### src/rtl/icetap_capture_ctrl_if.sv
// Probe/trigger/control inputs and capture-RAM write port of the
// ICE-tap capture controller.
interface icetap_capture_ctrl_if #(
  parameter int NR_SIGNALS = 16,
  parameter int ADDR_BITS  = 8
);
  logic [NR_SIGNALS-1:0] signals_in;
  logic                  sample_en;
  logic                  arm;
  logic                  abort;
  logic                  force_trigger;
  logic [NR_SIGNALS-1:0] trigger_mask;
  logic [NR_SIGNALS-1:0] trigger_value;
  logic [ADDR_BITS-1:0]  pre_count;
  logic [ADDR_BITS-1:0]  post_count;
  logic                  ram_wr_en;
  logic [ADDR_BITS-1:0]  ram_wr_addr;
  logic [NR_SIGNALS-1:0] ram_wr_data;
  logic [ADDR_BITS-1:0]  trigger_addr;
  logic                  busy;
  logic                  done;
  logic [2:0]            state;

  modport master (
    output signals_in, sample_en, arm, abort, force_trigger,
           trigger_mask, trigger_value, pre_count, post_count,
    input  ram_wr_en, ram_wr_addr, ram_wr_data, trigger_addr, busy, done, state
  );
  modport slave (
    input  signals_in, sample_en, arm, abort, force_trigger,
           trigger_mask, trigger_value, pre_count, post_count,
    output ram_wr_en, ram_wr_addr, ram_wr_data, trigger_addr, busy, done, state
  );
endinterface

### src/rtl/icetap_capture_ctrl.sv
// Logic-analyser capture controller: fills a circular RAM with pre-trigger
// history, waits for a masked compare match, then records post-trigger samples.
module icetap_capture_ctrl #(
  parameter int NR_SIGNALS   = 16,
  parameter int RECORD_DEPTH = 256,
  parameter int ADDR_BITS    = 8
) (
  input  logic                  clk,
  input  logic                  reset,
  icetap_capture_ctrl_if.slave  bus
);
  typedef enum logic [2:0] {
    IDLE  = 3'd0,
    PRE   = 3'd1,
    ARMED = 3'd2,
    POST  = 3'd3,
    DONE  = 3'd4
  } state_t;

  state_t               r_state, w_next;
  logic [ADDR_BITS-1:0] r_wr_addr, r_cnt, r_pre, r_post, r_trig_addr;
  logic [ADDR_BITS-1:0] w_cnt_nxt;
  logic                 w_busy, w_wr, w_match, w_arm_ok;

  assign w_busy    = (r_state == PRE) || (r_state == ARMED) || (r_state == POST);
  assign w_wr      = bus.sample_en && w_busy && !bus.abort;
  assign w_match   = (r_state == ARMED) && bus.sample_en &&
                     (bus.force_trigger ||
                      (((bus.signals_in ^ bus.trigger_value) & bus.trigger_mask) == '0));
  assign w_arm_ok  = bus.arm && ((r_state == IDLE) || (r_state == DONE));
  assign w_cnt_nxt = r_cnt + 1'b1;

  always_comb begin
    w_next = r_state;
    if (bus.abort) begin
      w_next = IDLE;
    end else begin
      case (r_state)
        IDLE, DONE: if (bus.arm) w_next = PRE;
        // pre_count of zero skips history collection after a single cycle
        PRE:   if (r_pre == '0 || (w_wr && w_cnt_nxt == r_pre)) w_next = ARMED;
        ARMED: if (w_match) w_next = (r_post == '0) ? DONE : POST;
        POST:  if (w_wr && w_cnt_nxt == r_post) w_next = DONE;
        default: w_next = IDLE;
      endcase
    end
  end

  always_ff @(posedge clk or posedge reset) begin
    if (reset) begin
      r_state     <= IDLE;
      r_wr_addr   <= '0;
      r_cnt       <= '0;
      r_pre       <= '0;
      r_post      <= '0;
      r_trig_addr <= '0;
    end else begin
      r_state <= w_next;
      if (!bus.abort) begin
        if (w_arm_ok) begin
          r_pre     <= bus.pre_count;
          r_post    <= bus.post_count;
          r_wr_addr <= '0;
          r_cnt     <= '0;
        end else if (w_wr) begin
          // address width equals log2(depth), so the increment wraps naturally
          r_wr_addr <= r_wr_addr + 1'b1;
          if (r_state == ARMED) begin
            if (w_match) begin
              r_trig_addr <= r_wr_addr;
              r_cnt       <= '0;
            end
          end else begin
            r_cnt <= w_cnt_nxt;
          end
        end
      end
    end
  end

  assign bus.ram_wr_en    = w_wr;
  assign bus.ram_wr_addr  = r_wr_addr;
  assign bus.ram_wr_data  = bus.signals_in;
  assign bus.trigger_addr = r_trig_addr;
  assign bus.busy         = w_busy;
  assign bus.done         = (r_state == DONE);
  assign bus.state        = r_state;
endmodule

### src/flat_wrapper.sv
// flat-port wrapper written by rule: the top's interface ports become plain ports
module icetap_capture_ctrl_flat 
#(
  parameter int NR_SIGNALS   = 16,
  parameter int RECORD_DEPTH = 256,
  parameter int ADDR_BITS    = 8
)
  (clk, reset, bus_signals_in, bus_sample_en, bus_arm, bus_abort, bus_force_trigger, bus_trigger_mask, bus_trigger_value, bus_pre_count, bus_post_count, bus_ram_wr_en, bus_ram_wr_addr, bus_ram_wr_data, bus_trigger_addr, bus_busy, bus_done, bus_state);
  icetap_capture_ctrl_if #(.NR_SIGNALS(NR_SIGNALS), .ADDR_BITS(ADDR_BITS)) bus_i ();
  input  logic clk;
  input  logic reset;
  input wire logic [$bits(bus_i.signals_in)-1:0] bus_signals_in;
  input wire logic [$bits(bus_i.sample_en)-1:0] bus_sample_en;
  input wire logic [$bits(bus_i.arm)-1:0] bus_arm;
  input wire logic [$bits(bus_i.abort)-1:0] bus_abort;
  input wire logic [$bits(bus_i.force_trigger)-1:0] bus_force_trigger;
  input wire logic [$bits(bus_i.trigger_mask)-1:0] bus_trigger_mask;
  input wire logic [$bits(bus_i.trigger_value)-1:0] bus_trigger_value;
  input wire logic [$bits(bus_i.pre_count)-1:0] bus_pre_count;
  input wire logic [$bits(bus_i.post_count)-1:0] bus_post_count;
  output wire logic [$bits(bus_i.ram_wr_en)-1:0] bus_ram_wr_en;
  output wire logic [$bits(bus_i.ram_wr_addr)-1:0] bus_ram_wr_addr;
  output wire logic [$bits(bus_i.ram_wr_data)-1:0] bus_ram_wr_data;
  output wire logic [$bits(bus_i.trigger_addr)-1:0] bus_trigger_addr;
  output wire logic [$bits(bus_i.busy)-1:0] bus_busy;
  output wire logic [$bits(bus_i.done)-1:0] bus_done;
  output wire logic [$bits(bus_i.state)-1:0] bus_state;
  assign bus_i.signals_in = bus_signals_in;
  assign bus_i.sample_en = bus_sample_en;
  assign bus_i.arm = bus_arm;
  assign bus_i.abort = bus_abort;
  assign bus_i.force_trigger = bus_force_trigger;
  assign bus_i.trigger_mask = bus_trigger_mask;
  assign bus_i.trigger_value = bus_trigger_value;
  assign bus_i.pre_count = bus_pre_count;
  assign bus_i.post_count = bus_post_count;
  assign bus_ram_wr_en = bus_i.ram_wr_en;
  assign bus_ram_wr_addr = bus_i.ram_wr_addr;
  assign bus_ram_wr_data = bus_i.ram_wr_data;
  assign bus_trigger_addr = bus_i.trigger_addr;
  assign bus_busy = bus_i.busy;
  assign bus_done = bus_i.done;
  assign bus_state = bus_i.state;
  icetap_capture_ctrl #(.NR_SIGNALS(NR_SIGNALS), .RECORD_DEPTH(RECORD_DEPTH), .ADDR_BITS(ADDR_BITS)) u_core (.clk(clk), .reset(reset), .bus(bus_i));
endmodule
### config.mk
export PLATFORM = sky130hd
export DESIGN_NAME = icetap_capture_ctrl_flat
export DESIGN_NICKNAME = d
export VERILOG_FILES = /design/src/rtl/icetap_capture_ctrl_if.sv /design/src/rtl/icetap_capture_ctrl.sv /design/src/flat_wrapper.sv
export SDC_FILE = /design/constraint.sdc
export NUM_CORES = 1
export LEC_CHECK = 0
export CORE_MARGIN = 2
export CORE_UTILIZATION = 47
export CTS_CLUSTER_DIAMETER = 50
export DETAILED_ROUTE_END_ITERATION = 8
export GPL_ROUTABILITY_DRIVEN = 0
export PLACE_DENSITY = 0.84
export SLEW_MARGIN = 25
export SYNTH_ARGS = -nofsm -noshare
export SYNTH_HDL_FRONTEND = slang
export SYNTH_SLANG_ARGS = --single-unit
### constraint.sdc
create_clock -name clk -period 4.9 [get_ports clk]
set_input_delay 0.98 -clock clk [delete_from_list [all_inputs] [get_ports clk]]
set_output_delay 0.98 -clock clk [all_outputs]
set_load 0.1 [all_outputs]
Fig. 1: layout detail
Region (20, 20) to (60, 60) um. Cells in grey, sequential cells in the stronger grey; small squares are vias.
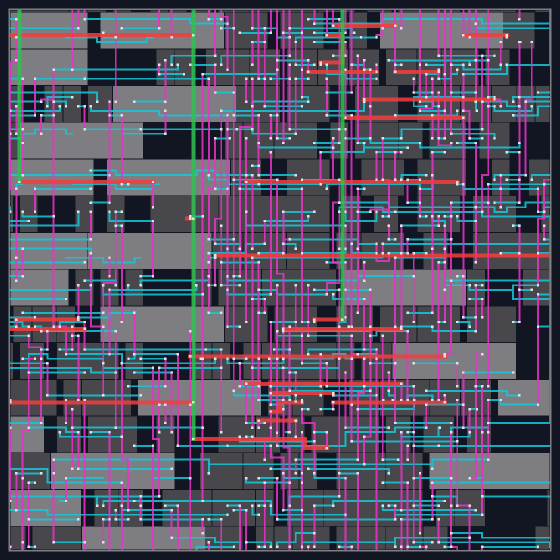
Key: magenta = M2; red = M3; cyan = M1; green = M4
Sequential cells in the window: 18. Most frequent: nand2_1 (25), dfrtp_1 (18). Netlist names of flops here include `u_core.r_post` (6), `u_core.r_pre` (4), `u_core.bus.ram_wr_addr` (3). 143 logic cells have their middle in the window.

Fig. 2: placed standard cells
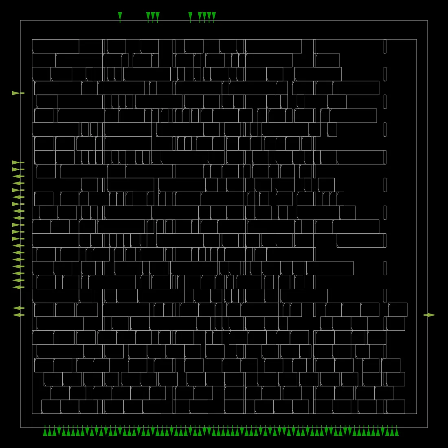
inserted tap cell count: 72
number of flip-flops and latches: 43

Fig. 3: signal wires by layer
Drawn at 4 px/um. Only two layers are drawn.
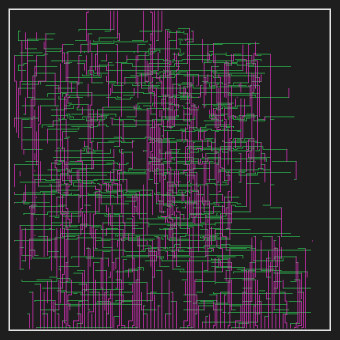
Key: magenta = M2 [wire length 3,720 um]; green = M1 [wire length 3,170 um]

==> qor.rpt <==
RUN
---------------------------------------------------------------------------
Count of maximum capacitance violations                                   0

SYNTH
---------------------------------------------------------------------------
Library cell with the largest summed area after synthesis      sky130_fd_sc_hd__dfrtp_1
Mean post-synth cell area                                        9.15 sq um
Area reported by Yosys stat                                      2710 sq um

SETUP PATH
---------------------------------------------------------------------------
Cell family contributing the most delay on the critical path   buffers and inverters
Critical Path Fanout Max                                                  2
Largest stage delay, worst path                                     1.15 ns
Total buffers and inverters traversed by the critical path                2
Reg-to-reg setup timing slack                                       2.54 ns

DRT
---------------------------------------------------------------------------
Remaining routing DRC violations                                          0
Vias after detailed routing                                           2,471

CLOCK TREE
---------------------------------------------------------------------------
TritonCTS clock tree                                                  built

FINISH
---------------------------------------------------------------------------
Final design utilization                                              0.691
Multi-input gate share of the layout cell area                        0.378
Layout fillers                                                          446

FINAL TIMING
---------------------------------------------------------------------------
Setup-failing EPs final                                                   0
Rel. slew slack                                                       0.333
Final worst-path cycle share                                          0.740
Pin slew with the least headroom to its limit                      0.997 ns
Post-route worst hold slack                                        0.515 ns

GRT
---------------------------------------------------------------------------
Met3 GRT Util                                                        0.0452
Global-route wire length before repair                            11,700 um

MIN PATH
---------------------------------------------------------------------------
Worst Hold Path Cells                                                     1

OUTCOME
---------------------------------------------------------------------------
Outcome                                                        complete, no violations

-- sequential cells by signal (all words and copies together) (netlist names) --
register and cells:
u_core.bus.ram_wr_addr 8, u_core.bus.trigger_addr 8, u_core.r_cnt 8, u_core.r_post 8, u_core.r_pre 8, u_core.bus.state 3
-- worst reg2reg max path, stage by stage (launching register included) --
cell and delay [ns]:
sky130_fd_sc_hd__dfrtp_1 0.52, sky130_fd_sc_hd__ha_1 0.37, sky130_fd_sc_hd__nand3_1 0.25, sky130_fd_sc_hd__nor2_1 0.28, sky130_fd_sc_hd__xnor3_1 0.18, sky130_fd_sc_hd__o2111ai_1 0.15, sky130_fd_sc_hd__o21a_1 0.24, sky130_fd_sc_hd__a221o_1 0.26
-- where the power goes --
part / switching (W) / internal (W)
clock: 0.000129 / 0.000152
sequential: 0.000144 / 0.000452
combinational: 0.000519 / 0.000309
-- final timing paths --
kind	startpoint	to
setup / recovery	bus_signals_in[14]	bus_ram_wr_data[14]
hold / removal	u_core.bus.trigger_addr[4]$_DFFE_PP0P_	u_core.bus.trigger_addr[4]$_DFFE_PP0P_
hold reg to reg	u_core.bus.trigger_addr[4]$_DFFE_PP0P_	u_core.bus.trigger_addr[4]$_DFFE_PP0P_
setup reg to reg	u_core.r_cnt[0]$_DFFE_PP0P_	u_core.bus.state[1]$_DFFE_PP0P_
min in group asynchronous	reset	u_core.bus.ram_wr_addr[5]$_DFFE_PP0P_
max in group asynchronous	reset	u_core.bus.state[1]$_DFFE_PP0P_
-- kinds of logic (layout without fill, tap and decap cells) --
| group | count (synthesis) | after routing | synth area share |
|---|---|---|---|
| flip-flops | 43 | 43 | 0.397 |
| AND-OR/OR-AND | 44 | 44 | 0.117 |
| multiplexers | 12 | 12 | 0.0490 |
| adder cells (fa/ha/maj) | 2 | 2 | 0.00924 |
| XOR/XNOR | 41 | 41 | 0.143 |
| buffers and inverters | 32 | 122 | 0.0702 |
| AND/OR/NAND/NOR | 122 | 122 | 0.214 |
-- cell usage in the layout (no fill, tap or decap), types with 3 or more instances in the layout --
| cell type | n |
|---|---|
| sky130_fd_sc_hd__clkdlybuf4s50_1 | 106 |
| sky130_fd_sc_hd__nand2_1 | 60 |
| sky130_fd_sc_hd__dfrtp_1 | 43 |
| sky130_fd_sc_hd__xor2_1 | 28 |
| sky130_fd_sc_hd__nor2_1 | 17 |
| sky130_fd_sc_hd__xnor2_1 | 11 |
| sky130_fd_sc_hd__mux2_2 | 10 |
| sky130_fd_sc_hd__o21ai_0 | 9 |
| sky130_fd_sc_hd__nand3_1 | 9 |
| sky130_fd_sc_hd__a22oi_1 | 8 |
| sky130_fd_sc_hd__nor4_1 | 7 |
| sky130_fd_sc_hd__nand4_1 | 6 |
| sky130_fd_sc_hd__and3_1 | 5 |
| sky130_fd_sc_hd__inv_1 | 5 |
| sky130_fd_sc_hd__clkbuf_8 | 5 |
| sky130_fd_sc_hd__nor3_1 | 4 |
| sky130_fd_sc_hd__a21oi_1 | 3 |
| sky130_fd_sc_hd__o22a_1 | 3 |
| sky130_fd_sc_hd__a31oi_1 | 3 |
| sky130_fd_sc_hd__nor2b_1 | 3 |
| sky130_fd_sc_hd__buf_4 | 3 |
Power is estimated from default activity; no workload was simulated.
